[src/rtl/gomoku_ctrl.sv]
// Game-logic controller for a 16x16 five-in-a-row board: key edge detection, cursor,
// stone placement and a sequential four-direction win scanner feeding the VGA renderer.
module gomoku_ctrl #(
   parameter int BOARD_DIM = 16,
   parameter int WIN_LEN   = 5,
   parameter int START_X   = 7,
   parameter int START_Y   = 7
) (
   input  logic                               Clck,
   input  logic                               Reset,
   input  logic                               key_left,
   input  logic                               key_right,
   input  logic                               key_up,
   input  logic                               key_down,
   input  logic                               key_place,
   output logic [2*BOARD_DIM*BOARD_DIM-1:0]   board,
   output logic [3:0]                         pointer_loc_x,
   output logic [3:0]                         pointer_loc_y,
   output logic [1:0]                         gaming_status,
   output logic                               turn,
   output logic                               busy
);

   localparam int          BOARD_BITS = 2 * BOARD_DIM * BOARD_DIM;
   localparam logic [3:0]  MAX_COORD  = 4'(BOARD_DIM - 1);
   localparam logic [2:0]  MAX_STEP   = 3'(WIN_LEN - 1);
   localparam logic [3:0]  WIN_RUN    = 4'(WIN_LEN);

   typedef enum logic [2:0] {IDLE, WRITE, SCAN, NEXT_DIR, RESOLVE} state_t;

   state_t                  state_q, state_d;
   logic [BOARD_BITS-1:0]   board_q, board_d;
   logic [3:0]              px_q, px_d, py_q, py_d;
   logic [3:0]              ox_q, ox_d, oy_q, oy_d;
   logic [1:0]              status_q, status_d;
   logic [1:0]              p_q, p_d;
   logic                    turn_q, turn_d;
   logic                    busy_q, busy_d;
   logic                    win_q, win_d;
   logic [8:0]              count_q, count_d;
   logic [4:0]              hist_q, hist_d;
   logic [1:0]              dir_q, dir_d;
   logic                    side_q, side_d;
   logic [2:0]              step_q, step_d;
   logic [3:0]              run_q, run_d;

   logic [4:0]              keys, ev;
   logic [4:0]              vec_x, vec_y, step_ext, probe_x, probe_y;
   logic [8:0]              probe_idx, cursor_idx, origin_idx;
   logic                    probe_hit;

   assign keys       = {key_place, key_down, key_up, key_right, key_left};
   assign ev         = keys & ~hist_q;
   assign cursor_idx = {py_q, px_q, 1'b0};
   assign origin_idx = {oy_q, ox_q, 1'b0};

   // Probe in 5-bit two's complement: any coordinate outside 0..15 has bit 4 set.
   always_comb begin
      vec_x = 5'd1;
      vec_y = 5'd0;
      case (dir_q)
         2'd0: begin vec_x = 5'd1; vec_y = 5'd0;    end
         2'd1: begin vec_x = 5'd0; vec_y = 5'd1;    end
         2'd2: begin vec_x = 5'd1; vec_y = 5'd1;    end
         default: begin vec_x = 5'd1; vec_y = 5'h1F; end
      endcase
      if (side_q) begin
         vec_x = 5'd0 - vec_x;
         vec_y = 5'd0 - vec_y;
      end
      step_ext  = {2'b00, step_q};
      probe_x   = {1'b0, ox_q} + vec_x * step_ext;
      probe_y   = {1'b0, oy_q} + vec_y * step_ext;
      probe_idx = {probe_y[3:0], probe_x[3:0], 1'b0};
      probe_hit = !probe_x[4] && !probe_y[4] && (board_q[probe_idx +: 2] == p_q);
   end

   always_comb begin
      state_d  = state_q;
      board_d  = board_q;
      px_d     = px_q;
      py_d     = py_q;
      ox_d     = ox_q;
      oy_d     = oy_q;
      status_d = status_q;
      p_d      = p_q;
      turn_d   = turn_q;
      busy_d   = busy_q;
      win_d    = win_q;
      count_d  = count_q;
      hist_d   = keys;
      dir_d    = dir_q;
      side_d   = side_q;
      step_d   = step_q;
      run_d    = run_q;
      case (state_q)
         IDLE: begin
            if (ev[4]) begin
               if (status_q == 2'b00 && board_q[cursor_idx +: 2] == 2'b00) begin
                  ox_d    = px_q;
                  oy_d    = py_q;
                  p_d     = turn_q ? 2'b10 : 2'b01;
                  busy_d  = 1'b1;
                  state_d = WRITE;
               end
            end else if (ev[0]) begin
               if (px_q != 4'd0) px_d = px_q - 4'd1;
            end else if (ev[1]) begin
               if (px_q != MAX_COORD) px_d = px_q + 4'd1;
            end else if (ev[2]) begin
               if (py_q != 4'd0) py_d = py_q - 4'd1;
            end else if (ev[3]) begin
               if (py_q != MAX_COORD) py_d = py_q + 4'd1;
            end
         end
         WRITE: begin
            board_d[origin_idx +: 2] = p_q;
            dir_d   = 2'd0;
            side_d  = 1'b0;
            step_d  = 3'd1;
            run_d   = 4'd1;
            win_d   = 1'b0;
            state_d = SCAN;
         end
         SCAN: begin
            if (probe_hit) begin
               run_d  = run_q + 4'd1;
               step_d = step_q + 3'd1;
            end
            // A side ends on a miss or after the longest useful reach.
            if (!probe_hit || step_q == MAX_STEP) begin
               if (!side_q) begin
                  side_d = 1'b1;
                  step_d = 3'd1;
               end else begin
                  state_d = NEXT_DIR;
               end
            end
         end
         NEXT_DIR: begin
            if (run_q >= WIN_RUN) begin
               win_d   = 1'b1;
               state_d = RESOLVE;
            end else if (dir_q == 2'd3) begin
               win_d   = 1'b0;
               state_d = RESOLVE;
            end else begin
               dir_d   = dir_q + 2'd1;
               side_d  = 1'b0;
               step_d  = 3'd1;
               run_d   = 4'd1;
               state_d = SCAN;
            end
         end
         RESOLVE: begin
            if (win_q) begin
               status_d = p_q;
            end else begin
               count_d = count_q + 9'd1;
               if (count_q == 9'd255) status_d = 2'b11;
               turn_d = ~turn_q;
            end
            busy_d  = 1'b0;
            state_d = IDLE;
         end
         default: state_d = IDLE;
      endcase
   end

   always_ff @(posedge Clck) begin
      if (!Reset) begin
         state_q  <= IDLE;
         board_q  <= '0;
         px_q     <= 4'(START_X);
         py_q     <= 4'(START_Y);
         ox_q     <= 4'd0;
         oy_q     <= 4'd0;
         status_q <= 2'b00;
         p_q      <= 2'b00;
         turn_q   <= 1'b0;
         busy_q   <= 1'b0;
         win_q    <= 1'b0;
         count_q  <= 9'd0;
         hist_q   <= 5'd0;
         dir_q    <= 2'd0;
         side_q   <= 1'b0;
         step_q   <= 3'd1;
         run_q    <= 4'd1;
      end else begin
         state_q  <= state_d;
         board_q  <= board_d;
         px_q     <= px_d;
         py_q     <= py_d;
         ox_q     <= ox_d;
         oy_q     <= oy_d;
         status_q <= status_d;
         p_q      <= p_d;
         turn_q   <= turn_d;
         busy_q   <= busy_d;
         win_q    <= win_d;
         count_q  <= count_d;
         hist_q   <= hist_d;
         dir_q    <= dir_d;
         side_q   <= side_d;
         step_q   <= step_d;
         run_q    <= run_d;
      end
   end

   assign board         = board_q;
   assign pointer_loc_x = px_q;
   assign pointer_loc_y = py_q;
   assign gaming_status = status_q;
   assign turn          = turn_q;
   assign busy          = busy_q;

endmodule

[config.mk]
export PLATFORM = sky130hd
export DESIGN_NAME = gomoku_ctrl
export DESIGN_NICKNAME = d
export VERILOG_FILES = /design/src/rtl/gomoku_ctrl.sv
export SDC_FILE = /design/constraint.sdc
export NUM_CORES = 2
export LEC_CHECK = 0
export ABC_AREA = 1
export CAP_MARGIN = 40
export CELL_PAD_IN_SITES_DETAIL_PLACEMENT = 1
export CELL_PAD_IN_SITES_GLOBAL_PLACEMENT = 2
export CORE_MARGIN = 5
export CORE_UTILIZATION = 31
export CTS_CLUSTER_SIZE = 14
export DETAILED_ROUTE_END_ITERATION = 7
export PLACE_DENSITY = 0.84
export SYNTH_ARGS = -nofsm -noshare
export SYNTH_HDL_FRONTEND = slang
export SYNTH_SLANG_ARGS = --single-unit
[constraint.sdc]
create_clock -name Clck -period 8.85 [get_ports Clck]
set_input_delay 1.3275 -clock Clck [delete_from_list [all_inputs] [get_ports Clck]]
set_output_delay 1.3275 -clock Clck [all_outputs]
set_load 0.005 [all_outputs]
==> results_slide.txt <==
Run Summary

Outcome
  – Status: finished, final reports clean

CTS
  – Clock transition at path regs: 0.06 ns
  – Setup Fix Bufs, Post-CTS: 0
  – H-tree depth: 3
  – Clock buffer count from CTS: 71
  – Resized cells post-CTS: 0
  – Clock Tree Buf Depth: 3
  – Root buffer cell: clkbuf_16
  – CTS tree: built
  – CTS Hold Bufs: 0

Critical path
  – R2R Path Start: dir_q[1]
  – Reg-to-reg endpoint: step_q[0]
  – R2r setup slk: 2.87 ns
  – CP Depth: 26
  – WP buf/inv: 5
  – Arrival @ worst endpoint: 6.53 ns
  – Critical path's top delay family: simple AND/OR/NAND/NOR gates
  – CP Launch Type: flip-flop
  – Setup crit start: dir_q[1]
  – CP endpoint kind: flip-flop
  – Crit path to: step_q[0]
  – Data required, critical path: 9.40 ns
  – CP max FO: 48

Final timing
  – Slew @ Worst Pin: 1.10 ns
  – Fin crit share: 67.6%
  – Worst setup margin: 2.87 ns
  – Max Clock Freq: 167 MHz
  – RSZ-0062 raised after global routing: no
  – Hold Violations, Final: 0
  – Slew headroom: 26.8%
  – Final min period: 5.98 ns

Detailed routing
  – Post-route ant nets: 0
  – DRC violations left: 0
  – Drt pass-1 iters: 5
  – Met3 WL: 20.7 mm
  – M1 WL: 82.3 mm
  – Drt initial violations: 4928

Power
  – Switching Fraction: 54.3%
  – Gate power share: 53.9%
  – P_comb: 6.69 mW
  – Power Total: 12.4 mW
  – PwrDens: 314 mW/mm^2
  – Lkg Pwr: 13.9 nW
  – Reg power frac: 21.7%
  – Seq pwr: 2.69 mW
  – Clk pwr share: 24.4%
  – Max power group: combinational cells

Global route
  – Vias in the first global route: 36900
  – GRT busiest layer: met2
  – M1 GR Usage: 47.0%
  – GRT overflow: 0
  – Pin count of the biggest net entering global routing: 181
  – Initial antenna violation count: 4

Synth
  – Dominant register cell: dfxtp_1
  – Commonest cells post-synth: 1059 x nand2_1, 595 x o21ai_0, 562 x dfxtp_1, 561 x nand3_1, 556 x a21oi_1
  – Yosys cell types: 47
  – Post-synth tally of flip-flops with integrated enable: 0
  – Post-Syn Instances: 4748
  – Async set-reset flop share out of synthesis: 0%
  – Synth Area per Inst: 6.50 um^2
  – Yosys chip area: 0.0309 mm^2
  – Yosys top cell by area: dfxtp_1
  – Count leader, synth: nand2_1
  – Seq share, synth: 36.4%
  – Post-synth regs: 562
  – Area fraction of the dominant cell type after synthesis: 36.4%

Final layout
  – Share of layout cells above drive strength 1: 4.84%
  – Post-layout util: 40.1%
  – Nets: 5159
  – Filler cells: 12500
  – Area growth syn-to-layout: 27.9%
  – Fin area: 0.0395 mm^2

Placement
  – Area after DPL: 0.0371 mm^2
  – Port bufs: 530
  – GPL Wtd Cong: 1.02
  – Dpl hpwl: 149 mm
  – Placed cell count: 6322
  – Dpl ws: 3.00 ns

Worst hold path
  – Hold Path End: count_q[7]
  – Hold Path Origin: count_q[7]

Run
  – Count of tool warnings: 47

Floorplan
  – Top Ports: 531
  – Row count: 115
  – Total die size: 0.106 mm^2
[placed cells by master, fill, tap and decap left out, types with 17 or more instances in the layout]
cell type        count
a21oi_1            556
nand4_1             51
a211oi_1            23
dfxtp_1            560
nor3_1              59
buf_4               56
clkdlybuf4s50_1    529
nor2_2              20
clkbuf_16           72
nand2_1           1058
o21ai_0            595
ha_1                29
nor2_1             500
clkbuf_8            17
nand3_1            561
o22ai_1             30
a22oi_1             49
inv_1              200
[cell families (layout without fill, tap and decap cells)]
logic type	Yosys count	count (layout)	share of synthesized area, %
AND/OR/NAND/NOR	2276	2276	31.1
AND-OR/OR-AND	1320	1320	22.6
flip-flops	562	562	36.4
buffers and inverters	530	949	7.23
adder cells (fa/ha/maj)	43	43	2.03
XOR/XNOR	17	17	0.507
other	0	2	0
[area by class of cell]
| class | instances | area, um^2 | share of cell area (%) |
|---|---|---|---|
| multi-input cells | 3656 | 17500 | 44.2 |
| flip-flops and latches | 562 | 11300 | 28.5 |
| repair buffers | 598 | 5940 | 15.0 |
| clock buffers | 104 | 2090 | 5.30 |
| well taps | 1287 | 1610 | 4.08 |
| inverters | 220 | 841 | 2.13 |
| clock inverters | 27 | 279 | 0.707 |
| diodes | 2 | 5.00 | 0.0127 |
[sequential cells by signal (all words and copies together), names as in the netlist]
| register | flops |
|---|---|
| oy_q | 4 |
| side_q | 1 |
| board | 512 |
| hist_q | 5 |
| gaming_status | 2 |
| pointer_loc_y | 4 |
| run_q | 4 |
| p_q | 2 |
| busy | 1 |
| count_q | 9 |
| state_q | 3 |
| win_q | 1 |
| turn | 1 |
| step_q | 3 |
| pointer_loc_x | 4 |
| ox_q | 4 |
| dir_q | 2 |
Routed metal, one color a layer:
Bar = 100 um. Only two layers are drawn.
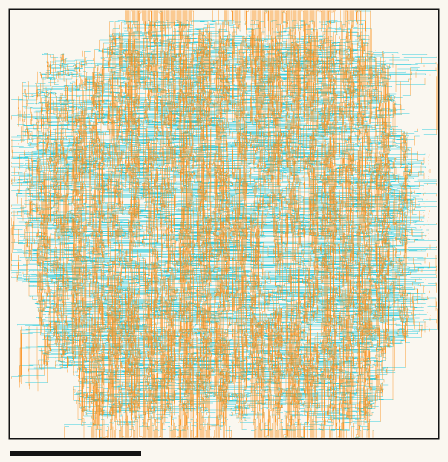
Cyan is met1, wire length 82.3 mm. Orange is met2, wire length 85.7 mm.
Post-Route WL: 201 mm
total number of vias: 38700
GRT Util Overall: 35.9%
wire length per cell: 31.2 um

Clock wiring as the flow saved it:
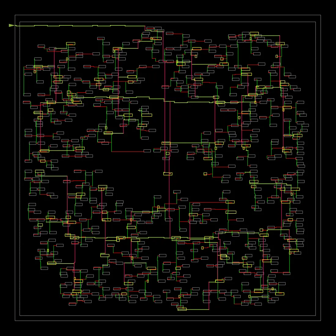
sequential cells: 562
CLK BUF: 104
clk pwr: 3.02 mW
Setup Skew: 0.0205 ns

Metal 2:
Bar = 100 um.
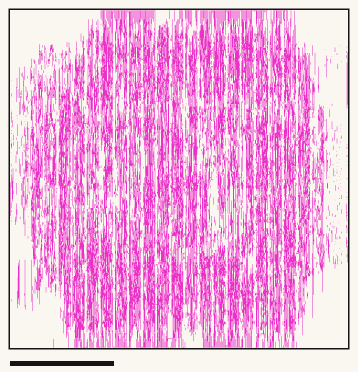
The longest straight run is 126 um. The layer holds 43% of the routed length. The layer carries 85.7 mm of wire.
GR met2 Demand/Resource: 54.5%

Power grid:
Bar = 100 um. Pins as bars on the die edge.
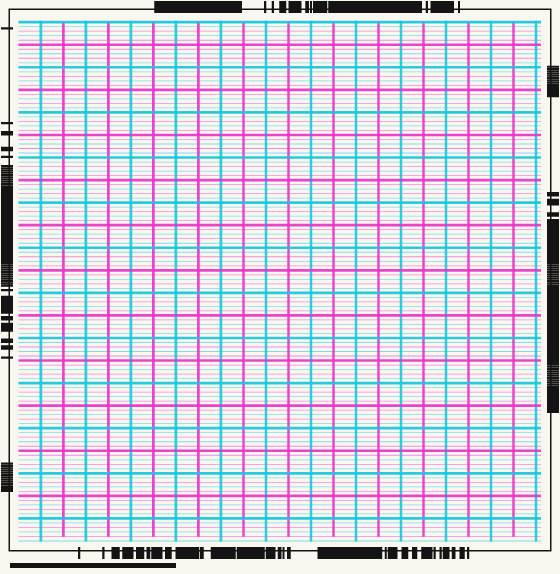
Cyan is VSS. Magenta is VDD.
The core has 115 rows. 23 straps on met4. 531 signal pins sit on the boundary.
Die Ht: 326 um
die width: 326 um

Met3 routing:
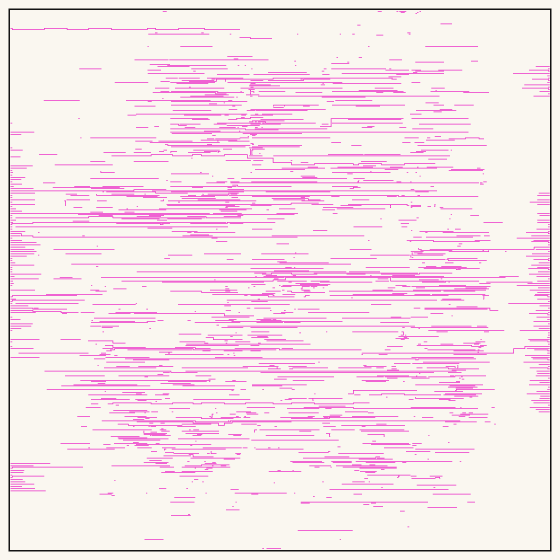
The layer carries 20.7 mm of wire. The layer holds 10% of the routed length. The longest straight run is 179 um. The wires run mostly horizontal.
met3 Usage GRT: 9.69%

No activity file was given, so power comes from the tool's default toggle rates.
